==> src/rtl/fifo_pkg.sv <==
// fifo_pkg: shared width default, buffer depth, count type and pointer helper for fifo_drain.
package fifo_pkg;
    localparam int DEF_WIDTH = 8;
    localparam int BUF_DEPTH = 3;
    typedef logic [1:0] count_t;

    function automatic count_t ptr_inc(input count_t p);
        return (p == count_t'(BUF_DEPTH - 1)) ? '0 : p + 2'd1;
    endfunction
endpackage

==> src/rtl/fifo_drain_buf.sv <==
// fifo_drain_buf: 3-entry in-order skid buffer with pointers wrapping modulo 3.
module fifo_drain_buf
    import fifo_pkg::*;
#(
    parameter int WIDTH = DEF_WIDTH
) (
    input  logic             clk,
    input  logic             rst,
    input  logic             push,
    input  logic             pop,
    input  logic [WIDTH-1:0] din,
    output logic [WIDTH-1:0] dout,
    output count_t           count
);
    logic [WIDTH-1:0] mem [BUF_DEPTH];
    count_t rd_ptr, wr_ptr;
    logic do_push, do_pop;

    assign do_pop  = pop && (count != '0);
    assign do_push = push && ((count != count_t'(BUF_DEPTH)) || do_pop);
    assign dout    = mem[rd_ptr];

    always_ff @(posedge clk) begin
        if (rst) begin
            count  <= '0;
            rd_ptr <= '0;
            wr_ptr <= '0;
            for (int i = 0; i < BUF_DEPTH; i++) mem[i] <= '0;
        end else begin
            if (do_push) begin
                mem[wr_ptr] <= din;
                wr_ptr      <= ptr_inc(wr_ptr);
            end
            if (do_pop) rd_ptr <= ptr_inc(rd_ptr);
            count <= count + count_t'(do_push) - count_t'(do_pop);
        end
    end
endmodule

==> src/rtl/fifo_drain.sv <==
// fifo_drain: drains an upstream FIFO into a valid/ready stream with PKT_LEN-beat m_last framing.
// Optional FIFO_DRAIN_STATS_EN adds beat_cnt / stall_cnt counters.
module fifo_drain
    import fifo_pkg::*;
#(
    parameter int WIDTH   = DEF_WIDTH,
    parameter int PKT_LEN = 4
) (
    input  logic             clk,
    input  logic             rst,
    input  logic             fifo_empty,
    output logic             fifo_r_en,
    input  logic [WIDTH-1:0] fifo_r_data,
    output logic             m_valid,
    input  logic             m_ready,
    output logic [WIDTH-1:0] m_data,
    output logic             m_last
`ifdef FIFO_DRAIN_STATS_EN
    ,
    output logic [31:0]      beat_cnt,
    output logic [31:0]      stall_cnt
`endif
);
    localparam int BW = $clog2(PKT_LEN + 1);

    logic          inflight;
    logic          xfer;
    count_t        count;
    logic [BW-1:0] beat;

    // Reads in flight are reserved against the buffer so a returning word always has a slot.
    assign fifo_r_en = !rst && !fifo_empty && (({1'b0, count} + {2'b0, inflight}) < 3'(BUF_DEPTH));
    assign m_valid   = !rst && (count != '0);
    assign xfer      = m_valid && m_ready;
    assign m_last    = m_valid && (beat == BW'(PKT_LEN - 1));

    fifo_drain_buf #(.WIDTH(WIDTH)) u_buf (
        .clk  (clk),
        .rst  (rst),
        .push (inflight),
        .pop  (xfer),
        .din  (fifo_r_data),
        .dout (m_data),
        .count(count)
    );

    always_ff @(posedge clk) begin
        if (rst) begin
            inflight <= 1'b0;
            beat     <= '0;
        end else begin
            inflight <= fifo_r_en;
            if (xfer) beat <= (beat == BW'(PKT_LEN - 1)) ? '0 : beat + 1'b1;
        end
    end

`ifdef FIFO_DRAIN_STATS_EN
    always_ff @(posedge clk) begin
        if (rst) begin
            beat_cnt  <= '0;
            stall_cnt <= '0;
        end else begin
            if (xfer) beat_cnt <= beat_cnt + 32'd1;
            if (m_valid && !m_ready) stall_cnt <= stall_cnt + 32'd1;
        end
    end
`endif
endmodule

==> config.mk <==
export PLATFORM = sky130hd
export DESIGN_NAME = fifo_drain
export DESIGN_NICKNAME = d
export VERILOG_FILES = /design/src/rtl/fifo_pkg.sv /design/src/rtl/fifo_drain_buf.sv /design/src/rtl/fifo_drain.sv
export SDC_FILE = /design/constraint.sdc
export NUM_CORES = 1
export LEC_CHECK = 0
export CAP_MARGIN = 5
export CORE_AREA = 8 8 97 99
export DETAILED_ROUTE_END_ITERATION = 10
export DIE_AREA = 0 0 105 107
export PLACE_DENSITY_LB_ADDON = 0.05
export SYNTH_ARGS = -nofsm -noshare
export SYNTH_HDL_FRONTEND = slang
export SYNTH_SLANG_ARGS = --single-unit
==> constraint.sdc <==
create_clock -name clk -period 1.89 [get_ports clk]
set_input_delay 0.378 -clock clk [delete_from_list [all_inputs] [get_ports clk]]
set_output_delay 0.378 -clock clk [all_outputs]
set_load 0.1 [all_outputs]
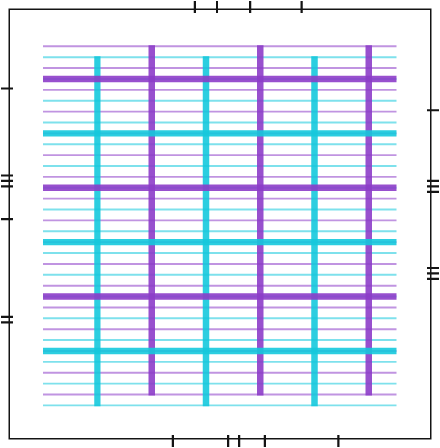
Fig. 1. Floorplan with the power grid.
Scale: 4 px per µm. Pins as bars on the die edge.
colour	net
cyan	VSS
purple	VDD
met4 straps	6
met5 straps	6
signal pins	23
rows	33
VDD IR max: 0.000322 V
die height: 107 µm

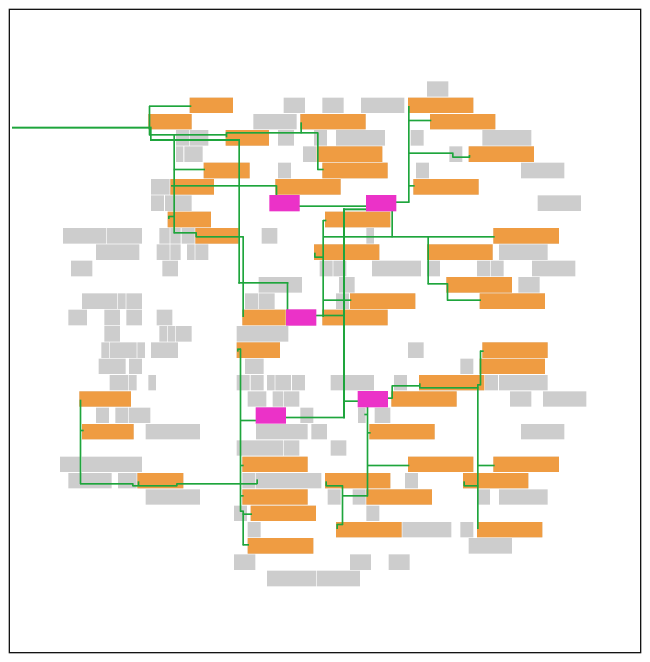
Fig. 2. Clock distribution.
Scale: 6 px per µm.
[green] clock wires | length: 574 µm
[orange] flip-flops | count: 44
[magenta] clock-net drivers | count: 5
routed clock nets	6

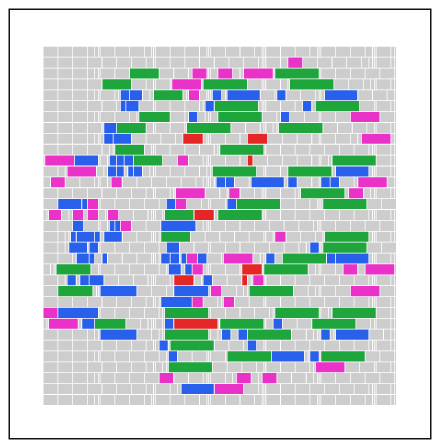
Fig. 3. Placed cells, one colour a class.
Scale: 4 px per µm. Fill, decap, tap and diode cells in grey.
colour	class	cells	share of their area
green	registers	44	46%
magenta	remaining buffers and delay cells	42	20%
blue	remaining logic cells	80	30%
red	clock drivers and dummy loads	8	4.1%

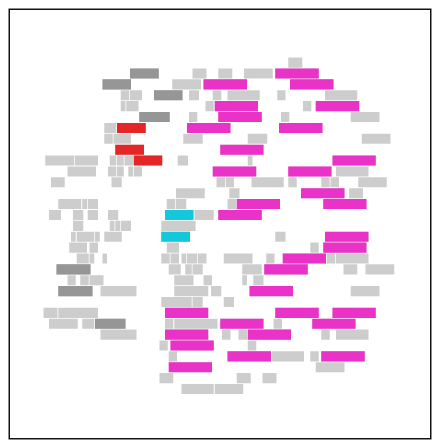
Fig. 4. Sequential cells grouped by signal name.
Scale: 4 px per µm. Other sequential cells in the stronger grey, the rest of the logic in the fainter grey.
colour	name in the netlist	sequential cells
magenta	`u_buf.mem`	32
cyan	`u_buf.wr_ptr`	2
red	`beat`	3
not coloured	7
Storage cell area: 1210 µm²
flop share of the area: 0.442
fin util: 0.346

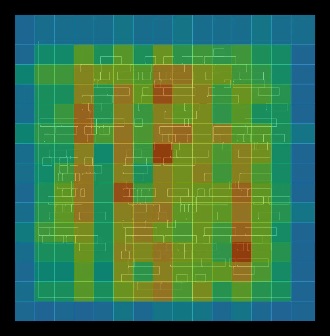
Fig. 5. Track usage over the die.
grt peak-use layer: met2
gr usage total: 0.0809
GRT met3 Usage: 0.0270
GRT met1 Usage: 0.0887
routing usage on met2: 0.144

==> results.sh <==
# yosys + openroad results
export IMPL_status="finished with violations"
export IMPL_failed_checks="negative setup slack"
export IMPL_nets=190
export IMPL_postSynthSeqShare=0.623
export IMPL_tightest_slew_ns=0.330
export IMPL_warnings=29
export IMPL_setup_slack_ns=-0.0903
export IMPL_final_antenna_net_count=0
export IMPL_syn_to_final_growth_pct=42.2
export IMPL_grt_max_degree=14
export IMPL_drtIter0Drc=45
export IMPL_required_ns=1.51
export IMPL_worstSetupStartpointType="register"
export IMPL_cp_data_arrival_time_ns=1.60
export IMPL_min_period_ns=1.98
export IMPL_die_width_um=105
export IMPL_syn_inst=128
export IMPL_cp_max_fo=6
export IMPL_crit_family="flip-flops"
export IMPL_layout_top_cell="edfxtp_1"
export IMPL_critical_path_max_stage_delay_ns=0.38
export IMPL_ys_flop_type="edfxtp_1"
export IMPL_ys_cells=128
export IMPL_avgSynthCellArea_um2=15.1
export IMPL_post_place_ws_ns=-0.310
export IMPL_power_uw=2590
export IMPL_pin_count=23
export IMPL_cellPowerDensity_nw_per_um2=943
export IMPL_fp_coreArea_um2=7930
export IMPL_crit_chain="ha_4, ha_4, a2111oi_4, buf_12"
export IMPL_leakage_uw=0.00101
export IMPL_synth_area_top_cells="edfxtp_1, dfxtp_1, mux4_2, and2_1, ha_1"
export IMPL_clk_pin_slew_ns=0.08
export IMPL_drv_slew=0
export IMPL_mostFrequentLayoutCells="edfxtp_1, and2_1, buf_4"
export IMPL_fp_utilization=0.243
export IMPL_ys_chip_area_um2=1930
export IMPL_setup_viol=2
export IMPL_dr_total_vias=1162
export IMPL_post_dp_hpwl_mm=3.04
export IMPL_yosysTopAreaCellShare=0.498
## sequential cells by signal, summed over array words and instances, names as in the netlist, named ones only
signal / flops
u_buf.mem: 32
inflight: 1
u_buf.count: 2
u_buf.wr_ptr: 2
u_buf.rd_ptr: 2
beat: 3
## worst paths after layout
check / start / to / slack (ns) / depth (start not counted)
setup / recovery: u_buf.count[0]$_SDFF_PP0_ / fifo_r_en / -0.09 / 4
hold / removal: beat[1]$_SDFFE_PP0N_ / beat[1]$_SDFFE_PP0N_ / 0.48 / 2
setup reg to reg: u_buf.count[1]$_SDFF_PP0_ / u_buf.count[1]$_SDFF_PP0_ / 0.15 / 8
hold reg to reg: beat[1]$_SDFFE_PP0N_ / beat[1]$_SDFFE_PP0N_ / 0.48 / 2
## power by group
part	internal (µW)	switching [µW]	total, µW
clock network	396	307	703
registers	1090	46.4	1140
logic	321	422	743
## logic make-up after synthesis
family / Yosys count / synth area share
AND/OR/NAND/NOR: 51 / 0.185
flip-flops: 44 / 0.623
AND-OR/OR-AND: 11 / 0.0454
buffers and inverters: 8 / 0.0162
multiplexers: 8 / 0.0934
adder cells (fa/ha/maj): 5 / 0.0324
XOR/XNOR: 1 / 0.00454
## routing by layer
layer | global-route usage | vias up | share of wire
li1 | - | 565 | -
met1 | 0.0887 | 571 | 0.42
met2 | 0.144 | 20 | 0.52
met3 | 0.0270 | 6 | 0.043
met4 | 0.0275 | 0 | 0.014
met5 | 0 | - | 0
## through the flow
| stage | utilization | std cells | TNS [ns] |
|---|---|---|---|
| global placement | 0.331 | 271 | -8.77 |
| finish | 0.346 | 279 | -0.0969 |
| CTS | 0.345 | 279 | -0.280 |
| global route | 0.346 | 279 | -0.567 |
| detailed placement | 0.331 | 271 | -10.56 |
| floorplan | - | 128 | -0.486 |
## cell usage after synthesis, types with 2 or more instances
cell and number:
dfxtp_1 12, nor2_1 3, nor2b_1 3, inv_1 4, nor3_1 3, and2_1 25, nand2b_1 3, edfxtp_1 32
mux4_2 8, a22o_1 3, ha_1 5, nor4b_4 2, a2111oi_0 2, nand2_1 3, clkbuf_1 2, or2_2 2
## repair_timing
action | in CTS | in global routing
setup endpoints to repair | 11 | 11
hold buffers | 0 | 0
pin swaps | 2 | 2
resized | 3 | 2
## tightest hold or removal path: cells and delay by family, from the launching register on
family,cells,cell delay (ns)
and+or+nand+nor,1,0.05
DFF,1,0.32
AOI/OAI and AO/OA,1,0.06
## layout make-up
cell class	instances	area [µm²]
Tap cell	105	131
Timing Repair Buffer	42	517
Clock buffer	7	76.3
Fill cell	795	5180
Multi-Input combinational cell	76	762
Sequential cell	44	1210
Clock inverter	1	30.0
Inverter	4	15.0
Power figures rest on the tool's default switching activity, not on a simulated workload.
